==> config.mk <==
export PLATFORM = sky130hd
export DESIGN_NAME = cpu_controller
export DESIGN_NICKNAME = d
export VERILOG_FILES = /design/src/rtl/cpu_controller.sv
export SDC_FILE = /design/constraint.sdc
export NUM_CORES = 1
export LEC_CHECK = 0
export CORE_ASPECT_RATIO = 1.25
export CORE_MARGIN = 10
export CORE_UTILIZATION = 45
export CTS_BUF_LIST = sky130_fd_sc_hd__clkbuf_16
export CTS_CLUSTER_DIAMETER = 80
export CTS_CLUSTER_SIZE = 16
export DETAILED_ROUTE_END_ITERATION = 8
export PLACE_DENSITY_LB_ADDON = 0.12
export RECOVER_POWER = 25
export SYNTH_ARGS = -nofsm -noshare
export SYNTH_HDL_FRONTEND = slang
export SYNTH_SLANG_ARGS = --single-unit
==> constraint.sdc <==
create_clock -name clk -period 3.1 [get_ports clk]
set_input_delay 0.62 -clock clk [delete_from_list [all_inputs] [get_ports clk]]
set_output_delay 0.62 -clock clk [all_outputs]
set_load 0.03 [all_outputs]
==> src/rtl/cpu_controller.sv <==
// cpu_controller: fetch/decode/sequence FSM for the simpleRISC datapath.
// Ports: clk, reset_n, memory port (mem_cmd/mem_addr/read_data/write_data/mem_ready),
//        datapath controls (vsel, reg nums, enables, asel/bsel, shift, ALUop),
//        immediates (sximm5/sximm8), PC and halted status.
module cpu_controller (
    input  logic        clk,
    input  logic        reset_n,
    input  logic [15:0] read_data,
    input  logic        mem_ready,
    input  logic [15:0] datapath_out,
    input  logic [2:0]  Z_out,
    output logic [1:0]  mem_cmd,
    output logic [8:0]  mem_addr,
    output logic [15:0] write_data,
    output logic [3:0]  vsel,
    output logic [2:0]  writenum,
    output logic [2:0]  readnum,
    output logic        write,
    output logic        loada,
    output logic        loadb,
    output logic        loadc,
    output logic        loads,
    output logic        asel,
    output logic        bsel,
    output logic [1:0]  shift,
    output logic [1:0]  ALUop,
    output logic [15:0] sximm5,
    output logic [15:0] sximm8,
    output logic [8:0]  PC,
    output logic        halted
);

    typedef enum logic [3:0] {
        S_IF, S_DEC, S_WRI, S_GETA, S_GETB, S_EXEC, S_WBR,
        S_ADDR, S_LDA, S_MEMRD, S_GETD, S_STOUT, S_MEMWR, S_HALT
    } state_t;

    localparam logic [1:0] CMD_NONE  = 2'b00;
    localparam logic [1:0] CMD_READ  = 2'b01;
    localparam logic [1:0] CMD_WRITE = 2'b10;

    state_t      state, state_n;
    logic [8:0]  pc, pc_n;
    logic [8:0]  dar, dar_n;
    logic [15:0] ir, ir_n;

    logic [2:0] op, rn, rd, rm, cond;
    logic [1:0] sub, sh;
    logic       flag_z, flag_n, flag_v;
    logic       is_mov_imm, is_mov_reg, is_alu, is_mvn, is_cmp;
    logic       is_ldr, is_str, is_br, is_halt, taken;

    assign op   = ir[15:13];
    assign sub  = ir[12:11];
    assign rn   = ir[10:8];
    assign rd   = ir[7:5];
    assign sh   = ir[4:3];
    assign rm   = ir[2:0];
    assign cond = ir[10:8];

    assign flag_z = Z_out[2];
    assign flag_n = Z_out[1];
    assign flag_v = Z_out[0];

    assign is_mov_imm = (op == 3'b110) && (sub == 2'b10);
    assign is_mov_reg = (op == 3'b110) && (sub == 2'b00);
    assign is_alu     = (op == 3'b101);
    assign is_mvn     = is_alu && (sub == 2'b11);
    assign is_cmp     = is_alu && (sub == 2'b01);
    assign is_ldr     = (op == 3'b011) && (sub == 2'b00);
    assign is_str     = (op == 3'b100) && (sub == 2'b00);
    assign is_br      = (op == 3'b001) && (sub == 2'b00);
    assign is_halt    = (op == 3'b111);

    always_comb begin
        case (cond)
            3'b000:  taken = 1'b1;
            3'b001:  taken = flag_z;
            3'b010:  taken = !flag_z;
            3'b011:  taken = flag_n ^ flag_v;
            3'b100:  taken = (flag_n ^ flag_v) | flag_z;
            default: taken = 1'b0;
        endcase
    end

    assign sximm5     = {{11{ir[4]}}, ir[4:0]};
    assign sximm8     = {{8{ir[7]}}, ir[7:0]};
    assign write_data = datapath_out;
    assign PC         = pc;
    assign halted     = (state == S_HALT);

    always_ff @(posedge clk or negedge reset_n) begin
        if (!reset_n) begin
            state <= S_IF;
            pc    <= '0;
            ir    <= '0;
            dar   <= '0;
        end else begin
            state <= state_n;
            pc    <= pc_n;
            ir    <= ir_n;
            dar   <= dar_n;
        end
    end

    always_comb begin
        state_n  = state;
        pc_n     = pc;
        ir_n     = ir;
        dar_n    = dar;
        mem_cmd  = CMD_NONE;
        mem_addr = pc;
        vsel     = 4'b0000;
        writenum = 3'd0;
        readnum  = 3'd0;
        write    = 1'b0;
        loada    = 1'b0;
        loadb    = 1'b0;
        loadc    = 1'b0;
        loads    = 1'b0;
        asel     = 1'b0;
        bsel     = 1'b0;
        shift    = 2'b00;
        ALUop    = 2'b00;
        // Controls are held inactive while reset is asserted so an
        // in-flight memory command is dropped immediately.
        if (reset_n) begin
            unique case (state)
                S_IF: begin
                    mem_cmd  = CMD_READ;
                    mem_addr = pc;
                    if (mem_ready) begin
                        ir_n    = read_data;
                        pc_n    = pc + 9'd1;
                        state_n = S_DEC;
                    end
                end
                S_DEC: begin
                    unique case (1'b1)
                        is_mov_imm:
                            state_n = S_WRI;
                        is_mov_reg, is_mvn:
                            state_n = S_GETB;
                        (is_alu && !is_mvn), is_ldr, is_str:
                            state_n = S_GETA;
                        is_br: begin
                            if (taken)
                                pc_n = pc + sximm8[8:0];
                            state_n = S_IF;
                        end
                        is_halt:
                            state_n = S_HALT;
                        default:
                            state_n = S_IF;
                    endcase
                end
                S_WRI: begin
                    vsel     = 4'b0010;
                    writenum = rn;
                    write    = 1'b1;
                    state_n  = S_IF;
                end
                S_GETA: begin
                    readnum = rn;
                    loada   = 1'b1;
                    state_n = (is_ldr || is_str) ? S_ADDR : S_GETB;
                end
                S_GETB: begin
                    readnum = rm;
                    loadb   = 1'b1;
                    state_n = S_EXEC;
                end
                S_EXEC: begin
                    shift = sh;
                    bsel  = 1'b0;
                    if (is_mov_reg) begin
                        ALUop = 2'b00;
                        asel  = 1'b1;
                    end else begin
                        ALUop = sub;
                        asel  = 1'b0;
                    end
                    if (is_cmp) begin
                        loads   = 1'b1;
                        state_n = S_IF;
                    end else begin
                        loadc   = 1'b1;
                        state_n = S_WBR;
                    end
                end
                S_WBR: begin
                    vsel     = 4'b1000;
                    writenum = rd;
                    write    = 1'b1;
                    state_n  = S_IF;
                end
                S_ADDR: begin
                    asel    = 1'b0;
                    bsel    = 1'b1;
                    ALUop   = 2'b00;
                    loadc   = 1'b1;
                    state_n = S_LDA;
                end
                S_LDA: begin
                    dar_n   = datapath_out[8:0];
                    state_n = is_ldr ? S_MEMRD : S_GETD;
                end
                S_MEMRD: begin
                    mem_cmd  = CMD_READ;
                    mem_addr = dar;
                    // Register write only in the completing cycle, when
                    // read_data is valid on mdata.
                    if (mem_ready) begin
                        vsel     = 4'b0001;
                        writenum = rd;
                        write    = 1'b1;
                        state_n  = S_IF;
                    end
                end
                S_GETD: begin
                    readnum = rd;
                    loadb   = 1'b1;
                    state_n = S_STOUT;
                end
                S_STOUT: begin
                    asel    = 1'b1;
                    bsel    = 1'b0;
                    ALUop   = 2'b00;
                    loadc   = 1'b1;
                    state_n = S_MEMWR;
                end
                S_MEMWR: begin
                    mem_cmd  = CMD_WRITE;
                    mem_addr = dar;
                    if (mem_ready)
                        state_n = S_IF;
                end
                S_HALT: begin
                    state_n = S_HALT;
                end
                default: begin
                    state_n = S_IF;
                end
            endcase
        end
    end

endmodule

### Sequential cells grouped by signal name

Other sequential cells in the stronger grey, the rest of the logic in the fainter grey.
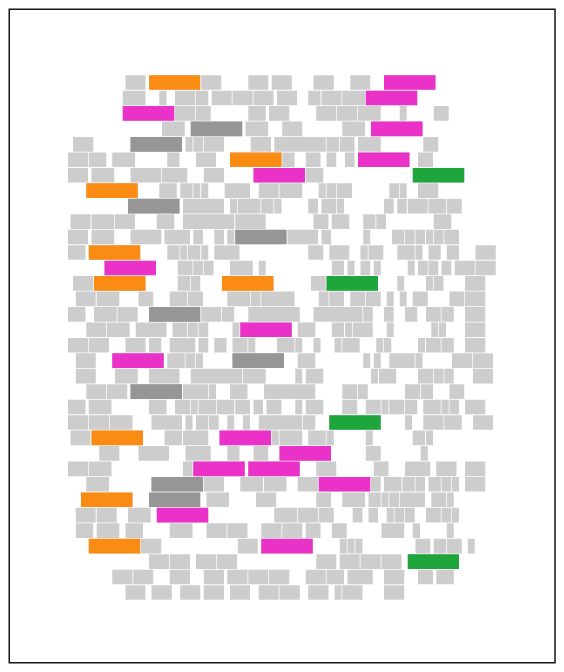
Key: `state` = green [placed flops 4]; `ir` = magenta [placed flops 16]; `dar` = orange [placed flops 9]

### M4 wires

Cells faint in the background.
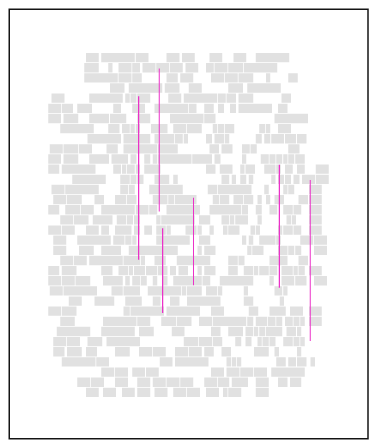
The layer holds 2.0% of the routed length. The wires run mostly vertical. The longest straight run is 43.5 µm. 6 nets have wire on it. The layer carries 203 µm of wire.

### Ports around the boundary

Pins as bars across the die edge, other pins in grey.
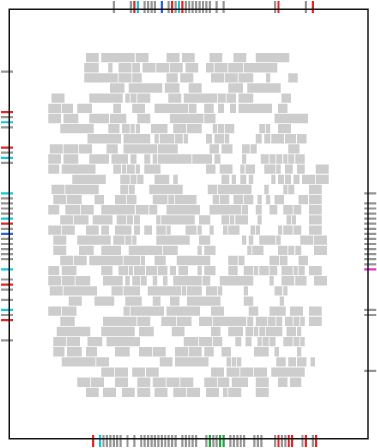
Key: `mem_addr` = cyan [pins 9, direction output, edge 6 west, 2 north, 1 south]; `shift` = blue [pins 2, direction output, edge 1 north, 1 west]; `write_data` = red [pins 16, direction output, edge 6 south, 5 north, 5 west]; `Z_out` = green [pins 3, direction input, edge south]; `write` = magenta [pins 1, direction output, edge east]
count of input and output buffers: 112
Die Ht: 114.8 µm
Die Width: 95.82 µm

### Clock distribution

The bar under the picture is 20 µm long.
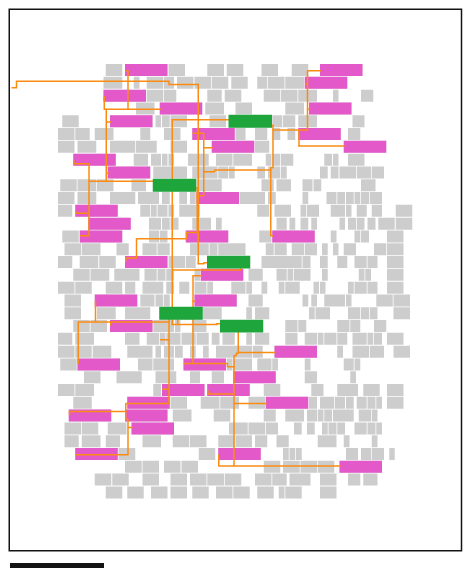
Key: clock-net drivers = green [count 5]; clock wires = orange [length 607 µm]; flip-flops = magenta [count 38]
There are 6 routed clock nets.
Skew-Pair Late Insertion Delay: 0.28 ns
power in the clock group: 490 µW
relative contribution of the clock network to total power: 0.095

==> run notes <==
The tools report the met3 demand-to-capacity share in global routing as 0.05349. The final-report setup violation count is 0, and the total power per unit cell area is 1188 nW/µm². The routed wirelength normalized by instance count is 19.08 µm.

The run gives 12 for the cell depth of the worst flop-to-flop path. Final design instance area without fill: 4337 µm². Per the GRT congestion report, total overflow comes to 0. Per the CTS log, the maximum H-tree level is 2.

Using the TritonRoute via totals, the vias-per-cell ratio works out to 5.412. Number of fillers in the final layout: 615. VDD sags by at most 0.0006682 V.

At the worst endpoint, the required time is 2.48 ns. The logs give 2 for the deepest clock path buffer count and 0 for the number of hold violations in the final report. The number of top-level pins came out at 128. The final timing report lists a max-slew violation count of 0. The complex-gate fraction of the synthesized area is 0.1513, and the final weighted congestion in routability-driven placement is 0.8727. met2 is the most crowded layer.

With the total number of warnings across the stage logs at 26, the pre-placement core utilization is 0.4634. The number of cells reported by Yosys stat comes to 356. After synthesis, the most frequently instantiated cells are sky130_fd_sc_hd__buf_4 (50), sky130_fd_sc_hd__dfrtp_1 (38), sky130_fd_sc_hd__mux2_2 (32). The final layout reports a setup TNS of 0 ns. For the largest net degree at the start of global routing, the log shows 25.

Count of vias placed by the detailed router: 2852. The cell count after synthesis came out at 356. Count of unresolved DRC violations after routing: 0. With the share of the clock period used by the worst path at 0.9606, the post-synthesis adder-cell area fraction is 0.03715.

Summing all placed instances gives a cell area of 4209 µm². With the number of warnings issued by yosys at 0, the ratio of cells with drive above 1 in the final layout is 0.1945. For this block, the routed nets add up to 10.05 mm of wire.

The reg-to-reg endpoint was PC[6]. With the measured slew at the worst slew-check pin at 0.8917 ns, the number of antenna violations at the first check in global routing is 0. The flow ran to the end, and the final reports show no timing, DRC or antenna violations. The registers of the reported paths see a clock transition of 0.06 ns. The type recorded for the worst min-delay path is input pin to async pin.

The main area contributors are sky130_fd_sc_hd__dfrtp_1 (29%), sky130_fd_sc_hd__buf_4 (12%), sky130_fd_sc_hd__mux2_2 (11%). TritonCTS built the clock tree. Leaving out buffers and inverters, the combinational logic in the layout accounts for 1787 µm².
[where the power goes]
group | switching (mW) | internal (mW)
logic | 2.00 | 1.62
registers | 0.303 | 0.744
clock network | 0.201 | 0.290
total | 2.50 | 2.65
[worst max path at each step]
stage / from / endpoint / slack (ns) / depth (start not counted)
2_1_floorplan: reset_n / write / 0.52 / 4
3_3_place_gp: reset_n / mem_addr[6] / 0.17 / 6
3_5_place_dp: mem_ready / write / 0.15 / 5
4_1_cts: state[3] / readnum[2] / 0.05 / 6
5_1_grt: state[2] / writenum[1] / 0.003 / 8
6_report: state[3] / writenum[2] / 0.12 / 6
[layout by cell type, fill, tap and decap left out, types with 7 or more instances in the layout]
master,count
sky130_fd_sc_hd__clkdlybuf4s50_1,100
sky130_fd_sc_hd__dfrtp_1,38
sky130_fd_sc_hd__mux2_2,32
sky130_fd_sc_hd__nand2_1,30
sky130_fd_sc_hd__buf_4,28
sky130_fd_sc_hd__nor2_1,21
sky130_fd_sc_hd__o21ai_0,17
sky130_fd_sc_hd__a21oi_1,13
sky130_fd_sc_hd__inv_1,12
sky130_fd_sc_hd__and2_1,10
sky130_fd_sc_hd__xnor2_1,10
sky130_fd_sc_hd__nor3_1,9
sky130_fd_sc_hd__nand3_1,8
sky130_fd_sc_hd__ha_1,8
sky130_fd_sc_hd__o211ai_1,7
sky130_fd_sc_hd__mux2_4,7
sky130_fd_sc_hd__dlygate4sd2_1,7
[metrics by stage]
step / std cells / power (mW) / utilization
6_report: 527 / 5.152 / 0.6216
5_1_grt: 527 / 5.494 / 0.6216
3_5_place_dp: 519 / 4.708 / 0.6033
2_1_floorplan: 356 / 3.673 / -
4_1_cts: 527 / 5.197 / 0.6216
3_3_place_gp: 519 / 4.663 / 0.6033
[critical path, cell delays in order (launching register included)]
cell and delay (ns):
sky130_fd_sc_hd__dfrtp_1 0.47, sky130_fd_sc_hd__nand2b_1 0.20, sky130_fd_sc_hd__buf_4 0.16, sky130_fd_sc_hd__o21ai_0 0.33
sky130_fd_sc_hd__a22oi_1 0.13, sky130_fd_sc_hd__nor2_1 0.11, sky130_fd_sc_hd__clkdlybuf4s50_1 0.68
[metal layers]
layer,vias to the layer above,share of wire
li1,1367,-
met1,1367,0.38
met2,104,0.53
met3,14,0.068
met4,0,0.020
met5,-,0
[registers in the layout, indices dropped and copies added, names as in the netlist]
| name | flops |
|---|---|
| dar | 9 |
| state | 4 |
| PC | 9 |
| ir | 16 |
[cells by family (layout without fill, tap and decap cells)]
group                      count (synthesis)  after routing
AOI/OAI and AO/OA                         69             69
xor gates and xnor gates                  10             10
adders and majority gates                  9              9
buffers and inverters                     78            159
DFF                                       38             38
muxes                                     41             41
other                                      1              1
and+or+nand+nor                          110            110
[cell type report]
class	count	area share
multi-input combinational	240	0.4120
clock buffer	5	0.02885
inverter	12	0.01039
tap	90	0.02597
sequential	38	0.2193
clock inverter	3	0.002597
timing repair buffer	139	0.3009
[what timing repair did]
action,4_1_cts,5_1_grt
buffers inserted,0,0
endpoints found under the setup margin,7,2
resized,7,2
Power is estimated from default activity; no workload was simulated.
